Design boe_frame_sched, sky130hd; sources not shown.
**Run 1: placed standard cells**

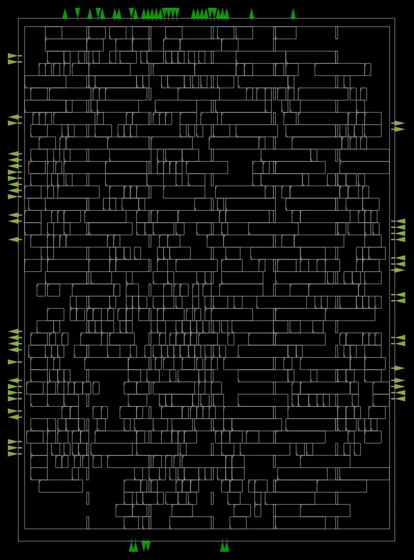
flip-flop and latch share of the layout cell area: 0.4277
std cell rows: 41
post-route core utilization: 0.6409
sequential cell count: 89

**Run 1: PDN straps and rails**

Bar = 20 µm. Pins as bars on the die edge. Tap cells in gray.
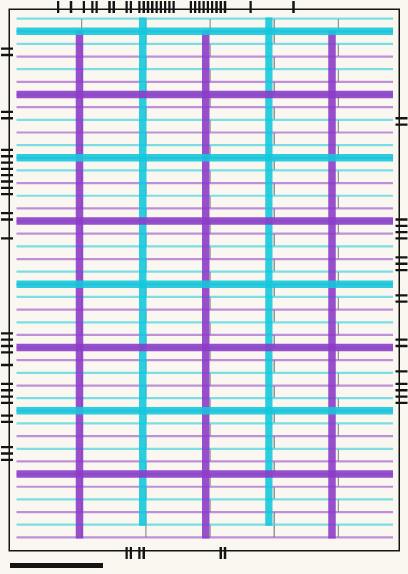
color	net
cyan	VDD
purple	VSS
met5 straps	8
signal pins	82
Chip Width: 83.50 µm
height of the chip: 116.1 µm
highest ir drop seen on vdd: 0.0006595 V
area of the core region: 9029 µm²

**Run 1: placement density heat map**

Bar = 20 µm. 8 x 12 tiles, from white (low) to dark blue (high), 0 to 100% covered.
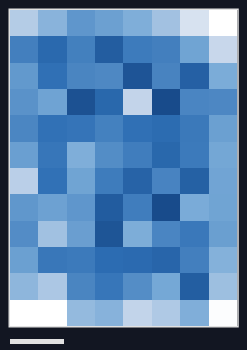
emptiest ninth of the die	lower left
fullest tile	89%
densest ninth of the die	center
tiles over 75% full	19%
mean over tiles	58%
nearly empty tiles	4.2%
starting utilization of the core area: 0.4841

==> flow_summary.json, run 1 <==
{
  "place_area_um2": 5381,
  "final-instance-count-excl-fill": 703,
  "post_cts.repair.setup_buffers": 4,
  "least_margin_pin_slew_ns": 0.4123,
  "synth-compound-area-share": 0.07930,
  "fin_setup_tns_ns": 0,
  "time_the_worst_path_needs_with_i_o_delays_and_setup_ns": 2.311,
  "critical_path_arrival_ns": 1.95,
  "finalMaxSlewViolations": 0,
  "comb_cell_area_um2": 1680,
  "log.warning_count": 31,
  "place_hpwl_um": 7493,
  "setup-violations-final": 0,
  "post_route_cells_drive_above_1_share": 0.1275,
  "r2r_slack_ns": 0.25,
  "endpoint_kind": "primary output",
  "boundaryPins": 82,
  "hold-worst-slack_ns": 0.4435,
  "p_leak_nw": 2.620,
  "grt_use_met1": 0.2620,
  "yosys.stat.seqShare": 0.5651,
  "place_inst": 680,
  "met2_layer_usage_reported_by_global_route": 0.4366,
  "rr_worst_depth": 12,
  "yosys-mux-area-fraction": 0,
  "grt.overflow.total": 0,
  "synth_warnings": 0,
  "clock_sinks": 89,
  "first_global_vias": 3601,
  "synth-seq-cells": 89,
  "finalPower_w": 0.007264,
  "yosys-dominant-comb-family": "simple AND/OR/NAND/NOR gates",
  "placement.io_buffers": 81,
  "tritoncts": "yes",
  "netlist_instances": 488,
  "cellPowerDensity_nw_per_um2": 1255,
  "cts.reportedPaths.clkPinSlew_ns": 0.07,
  "holdCritPathClass": "input port to async pin",
  "clk_latency_ns": 0.34,
  "post_drt_wl_per_cell_um": 14.93,
  "finalHoldViolations": 0,
  "route.vias.total": 3582,
  "fp_nets": 543,
  "status": "finished clean",
  "route.final.wire_length_um": 10500,
  "timing.setup.critical_path_class": "register to primary output",
  "firstDrtPassIters": 4,
  "gr-max-usage-layer": "met2",
  "design_area_um2": 5787,
  "grt_first_pass_wirelength_um": 17110,
  "largest_reg_flops": 48,
  "ys.flop_type": "sky130_fd_sc_hd__edfxtp_1",
  "worstPathRequired_ns": 2.04,
  "ctsResizeCount": 10,
  "register_area_um2": 2475,
  "crit_path_launch_type": "register",
  "viasPerCell": 5.095,
  "cts_max_path_buffers": 2,
  "drtIter0Drc": 163,
  "yosys.stat.chipArea_um2": 4370,
  "adder_share": 0.04581,
  "yosys_cells": 488,
  "layout.filler_cells": 788
}
==> run 1: placed cells by master, fill, tap and decap left out, types with 9 or more instances in the layout <==
cell type                         instances
sky130_fd_sc_hd__a21oi_1                 14
sky130_fd_sc_hd__nor2_1                  56
sky130_fd_sc_hd__o21ai_0                 31
sky130_fd_sc_hd__clkdlybuf4s50_1         76
sky130_fd_sc_hd__nand2_1                157
sky130_fd_sc_hd__nand3_1                 26
sky130_fd_sc_hd__ha_1                    15
sky130_fd_sc_hd__inv_1                   31
sky130_fd_sc_hd__edfxtp_1                48
sky130_fd_sc_hd__dfrtp_1                 35
sky130_fd_sc_hd__buf_4                   23
sky130_fd_sc_hd__clkbuf_16                9
==> run 1: power by group <==
group	switching [W]	internal, W	total, W
clock network	0.000605	0.000818	0.00142
registers	0.000251	0.00208	0.00233
logic	0.00195	0.00156	0.00351
==> run 1: cell type report <==
cell class	instances	share of cell area
Inverter	38	0.02638
Timing Repair Buffer	109	0.1803
Clock buffer	9	0.03892
Multi-Input combinational cell	344	0.2904
Sequential cell	89	0.4277
Tap cell	107	0.02314
Clock inverter	7	0.01319
==> run 1: synthesized netlist by cell type, types with 2 or more instances <==
master / n / share of area
sky130_fd_sc_hd__nand2_1: 157 / 0.13
sky130_fd_sc_hd__nor2_1: 57 / 0.049
sky130_fd_sc_hd__edfxtp_1: 48 / 0.33
sky130_fd_sc_hd__dfrtp_1: 39 / 0.22
sky130_fd_sc_hd__inv_1: 32 / 0.027
sky130_fd_sc_hd__o21ai_0: 31 / 0.035
sky130_fd_sc_hd__nand3_1: 26 / 0.030
sky130_fd_sc_hd__ha_1: 16 / 0.046
sky130_fd_sc_hd__a21oi_1: 15 / 0.017
sky130_fd_sc_hd__buf_2: 12 / 0.014
sky130_fd_sc_hd__o22ai_1: 8 / 0.011
sky130_fd_sc_hd__nand2_2: 6 / 0.0086
sky130_fd_sc_hd__nor3_1: 6 / 0.0069
sky130_fd_sc_hd__inv_2: 5 / 0.0043
sky130_fd_sc_hd__clkbuf_1: 3 / 0.0026
sky130_fd_sc_hd__nand3_2: 3 / 0.0069
sky130_fd_sc_hd__xor2_1: 3 / 0.0060
sky130_fd_sc_hd__a21oi_2: 2 / 0.0040
sky130_fd_sc_hd__buf_4: 2 / 0.0034
sky130_fd_sc_hd__dfstp_2: 2 / 0.012
sky130_fd_sc_hd__nand2_4: 2 / 0.0052
sky130_fd_sc_hd__nand4_1: 2 / 0.0029
sky130_fd_sc_hd__nor2_2: 2 / 0.0029
sky130_fd_sc_hd__o211ai_1: 2 / 0.0034
sky130_fd_sc_hd__o21ai_1: 2 / 0.0023
sky130_fd_sc_hd__o21bai_1: 2 / 0.0034
==> run 1: worst max-delay path: stages (launching register included) <==
cell,delay [ns]
sky130_fd_sc_hd__dfrtp_1,0.41
sky130_fd_sc_hd__inv_2,0.11
sky130_fd_sc_hd__buf_6,0.14
sky130_fd_sc_hd__o21ai_0,0.10
sky130_fd_sc_hd__o22ai_1,0.15
sky130_fd_sc_hd__nand2_1,0.07
sky130_fd_sc_hd__a21oi_1,0.13
sky130_fd_sc_hd__clkdlybuf4s50_1,0.51
**Run 1: sequential cells colored by netlist name**

Bar = 20 µm. Other sequential cells in the stronger gray, the rest of the logic in the fainter gray.
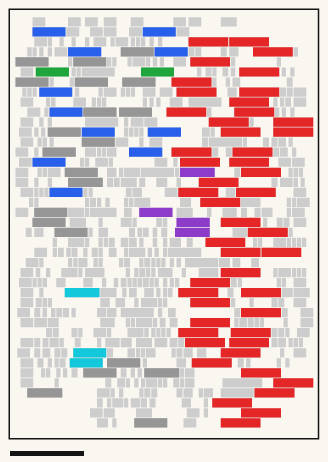

==> run 1 -> run 2 <==
Settings changed: RECOVER_POWER from default to 100.
**Run 2: sequential cells colored by netlist name**

Bar = 20 µm. Other sequential cells in the stronger gray, the rest of the logic in the fainter gray.
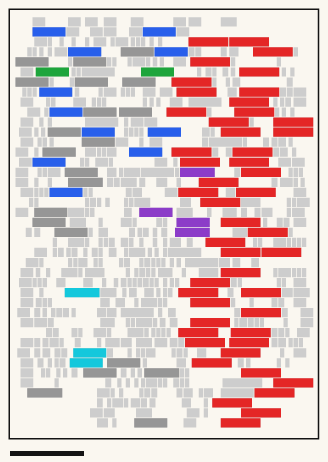
color	name in the netlist	placed flops
blue	res0	11
green	res_valid_reg	2
cyan	n_reg	3
red	buf_reg	48
purple	k_reg	4
not colored	21
Flop area: 2475 µm²
flip-flop and latch share of the layout cell area: 0.4307

**Run 2: placement density heat map**

Bar = 20 µm. 8 x 12 tiles, from white (low) to dark blue (high), 0 to 100% covered.
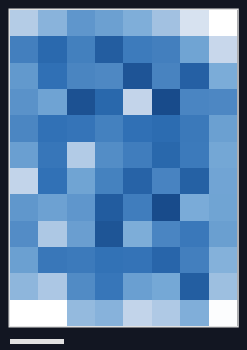
nearly empty tiles	4.2%
mean over tiles	58%
fullest tile	89%
emptiest ninth of the die	lower left
post-route core utilization: 0.6364

==> run 2 against run 1 <==
Net effect:
- cell area shrank 0.71%
- count of clock-buffer cells in the layout is the same
- clock skew down 0.00076 ns
- largest cell class unchanged
- cell count stayed put
- clock power about the same
- highest routed layer unchanged
- wire length is 0.35% higher
- sequential cell count unchanged
- utilization shrank 0.46 points
- critical path depth did not move
==> flow_summary.json, run 2 <==
{
  "yosys.stat.chipArea_um2": 4370,
  "route.vias.total": 3575,
  "fp.coreArea_um2": 9029,
  "cp_buf_inv_count": 3,
  "endpoint_kind": "primary output",
  "timing.critical_path.slowest_stage_cell": "sky130_fd_sc_hd__clkdlybuf4s50_1",
  "most_common_cell": "sky130_fd_sc_hd__nand2_1",
  "finalPower_w": 0.007115,
  "time_the_worst_path_needs_with_i_o_delays_and_setup_ns": 2.304,
  "finalMaxSlewViolations": 0,
  "grt.overflow.total": 0,
  "post_drt_wl_per_cell_um": 14.98,
  "power_switching_share": 0.3882,
  "place_hpwl_um": 7493,
  "design_area_um2": 5746,
  "route.final.wire_length_um": 10530,
  "drtIter0Drc": 193,
  "finalHoldViolations": 0,
  "place_area_um2": 5381,
  "least_margin_pin_slew_ns": 0.7939,
  "p_leak_nw": 2.613,
  "tritoncts": "yes",
  "r2r_slack_ns": 0.23,
  "initial_core_util": 0.4841,
  "post_route_cells_drive_above_1_share": 0.1107,
  "timing.setup.critical_path_class": "register to primary output",
  "grt_first_pass_wirelength_um": 17110,
  "clk_latency_ns": 0.34,
  "synth_warnings": 0,
  "holdCritPathClass": "input port to async pin",
  "clock_power_share": 0.201,
  "netlist_instances": 488,
  "yosys.stat.seqShare": 0.5651,
  "ys.flop_type": "sky130_fd_sc_hd__edfxtp_1",
  "place_inst": 680,
  "synth_largest_type_area_fraction": 0.3298,
  "cellPowerDensity_nw_per_um2": 1238,
  "die_width_um": 83.50,
  "internal-power_w": 0.004354,
  "worst_path_largest_cell_delay_ns": 0.51,
  "status": "finished clean",
  "boundaryPins": 82,
  "layout_top_cells_excl_fill_tap": "158 x sky130_fd_sc_hd__nand2_1, 59 x sky130_fd_sc_hd__nor2_1, 49 x sky130_fd_sc_hd__clkdlybuf4s50_1",
  "crit_path_launch_type": "register",
  "clock_sinks": 89,
  "log.warning_count": 31,
  "rr_worst_depth": 10,
  "critical_path_arrival_ns": 1.94
}
**Run 2: placed standard cells**

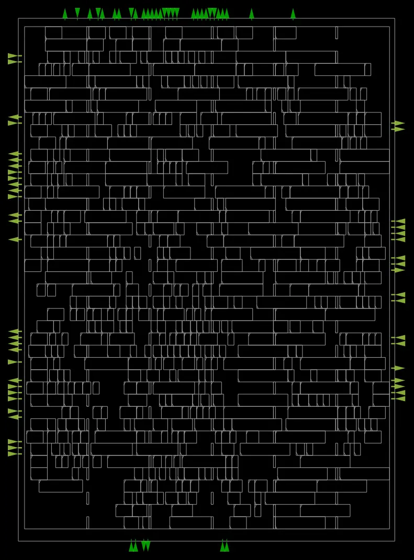
count of fill cells added during filler insertion: 798
number of standard cells in the final layout excluding fillers: 703

==> run 2: netlist changes by cell type in the layout (fill, tap and decap cells not counted), moves of 2 or more <==
cell                              previous run  this run
sky130_fd_sc_hd__inv_2                       5         3
sky130_fd_sc_hd__clkbuf_1                    0         3
sky130_fd_sc_hd__inv_1                      31        33
sky130_fd_sc_hd__dlygate4sd3_1               1        28
sky130_fd_sc_hd__nor2_1                     56        59
sky130_fd_sc_hd__clkdlybuf4s50_1            76        49
sky130_fd_sc_hd__nor2_2                      3         1
sky130_fd_sc_hd__buf_4                      23        19
==> run 2: kinds of logic after synthesis <==
| logic type | share of synthesized area |
|---|---|
| adders and majority gates | 0.04581 |
| DFF | 0.5651 |
| xor gates and xnor gates | 0.006013 |
| AOI/OAI and AO/OA | 0.07930 |
| and+or+nand+nor | 0.2514 |
| buffers and inverters | 0.05239 |
==> run 2: power by group through the flow <==
stage	Clock (W)	Combinational, W	Sequential (W)
2_1_floorplan	0	0.00202	0.00232
3_3_place_gp	0	0.00329	0.00235
3_5_place_dp	0	0.00337	0.00236
4_1_cts	0.00145	0.00347	0.00232
5_1_grt	0.00152	0.00380	0.00236
6_report	0.00143	0.00336	0.00232
==> run 2: final cells by class <==
type / count / area (µm²)
clock buffer: 9 / 225.2
clock inverter: 7 / 76.32
fill: 798 / 3283
inverter: 38 / 152.6
multi-input combinational: 344 / 1653
sequential: 89 / 2475
tap: 107 / 133.9
timing repair buffer: 109 / 1030
==> run 2: routing by layer <==
metal | global-route usage | vias to the layer above | routed length, µm
li1 | - | 1807 | -
met4 | 0.08136 | 0 | 259
met2 | 0.4366 | 84 | 5576
met3 | 0.03675 | 16 | 381
met5 | 0 | - | 0
met1 | 0.2620 | 1668 | 4315
==> run 2: stage by stage <==
stage | TNS (ns) | hold slack, ns
after CTS | 0 | 0.4579
final | 0 | 0.4443
after floorplan | 0 | 0.06441
after global placement | 0 | 0.2456
after global routing | -0.03972 | 0.4710
after detailed placement | 0 | 0.2442
==> run 2: repair_timing <==
action / CTS / global route
pin swaps: 0 / 1
buffers inserted: 4 / 2
setup endpoints to repair: 10 / 8
hold buffers: 1 / 0
resized: 10 / 12
hold endpoints to repair: 7 / 0
No activity file was given, so power comes from the tool's default toggle rates.
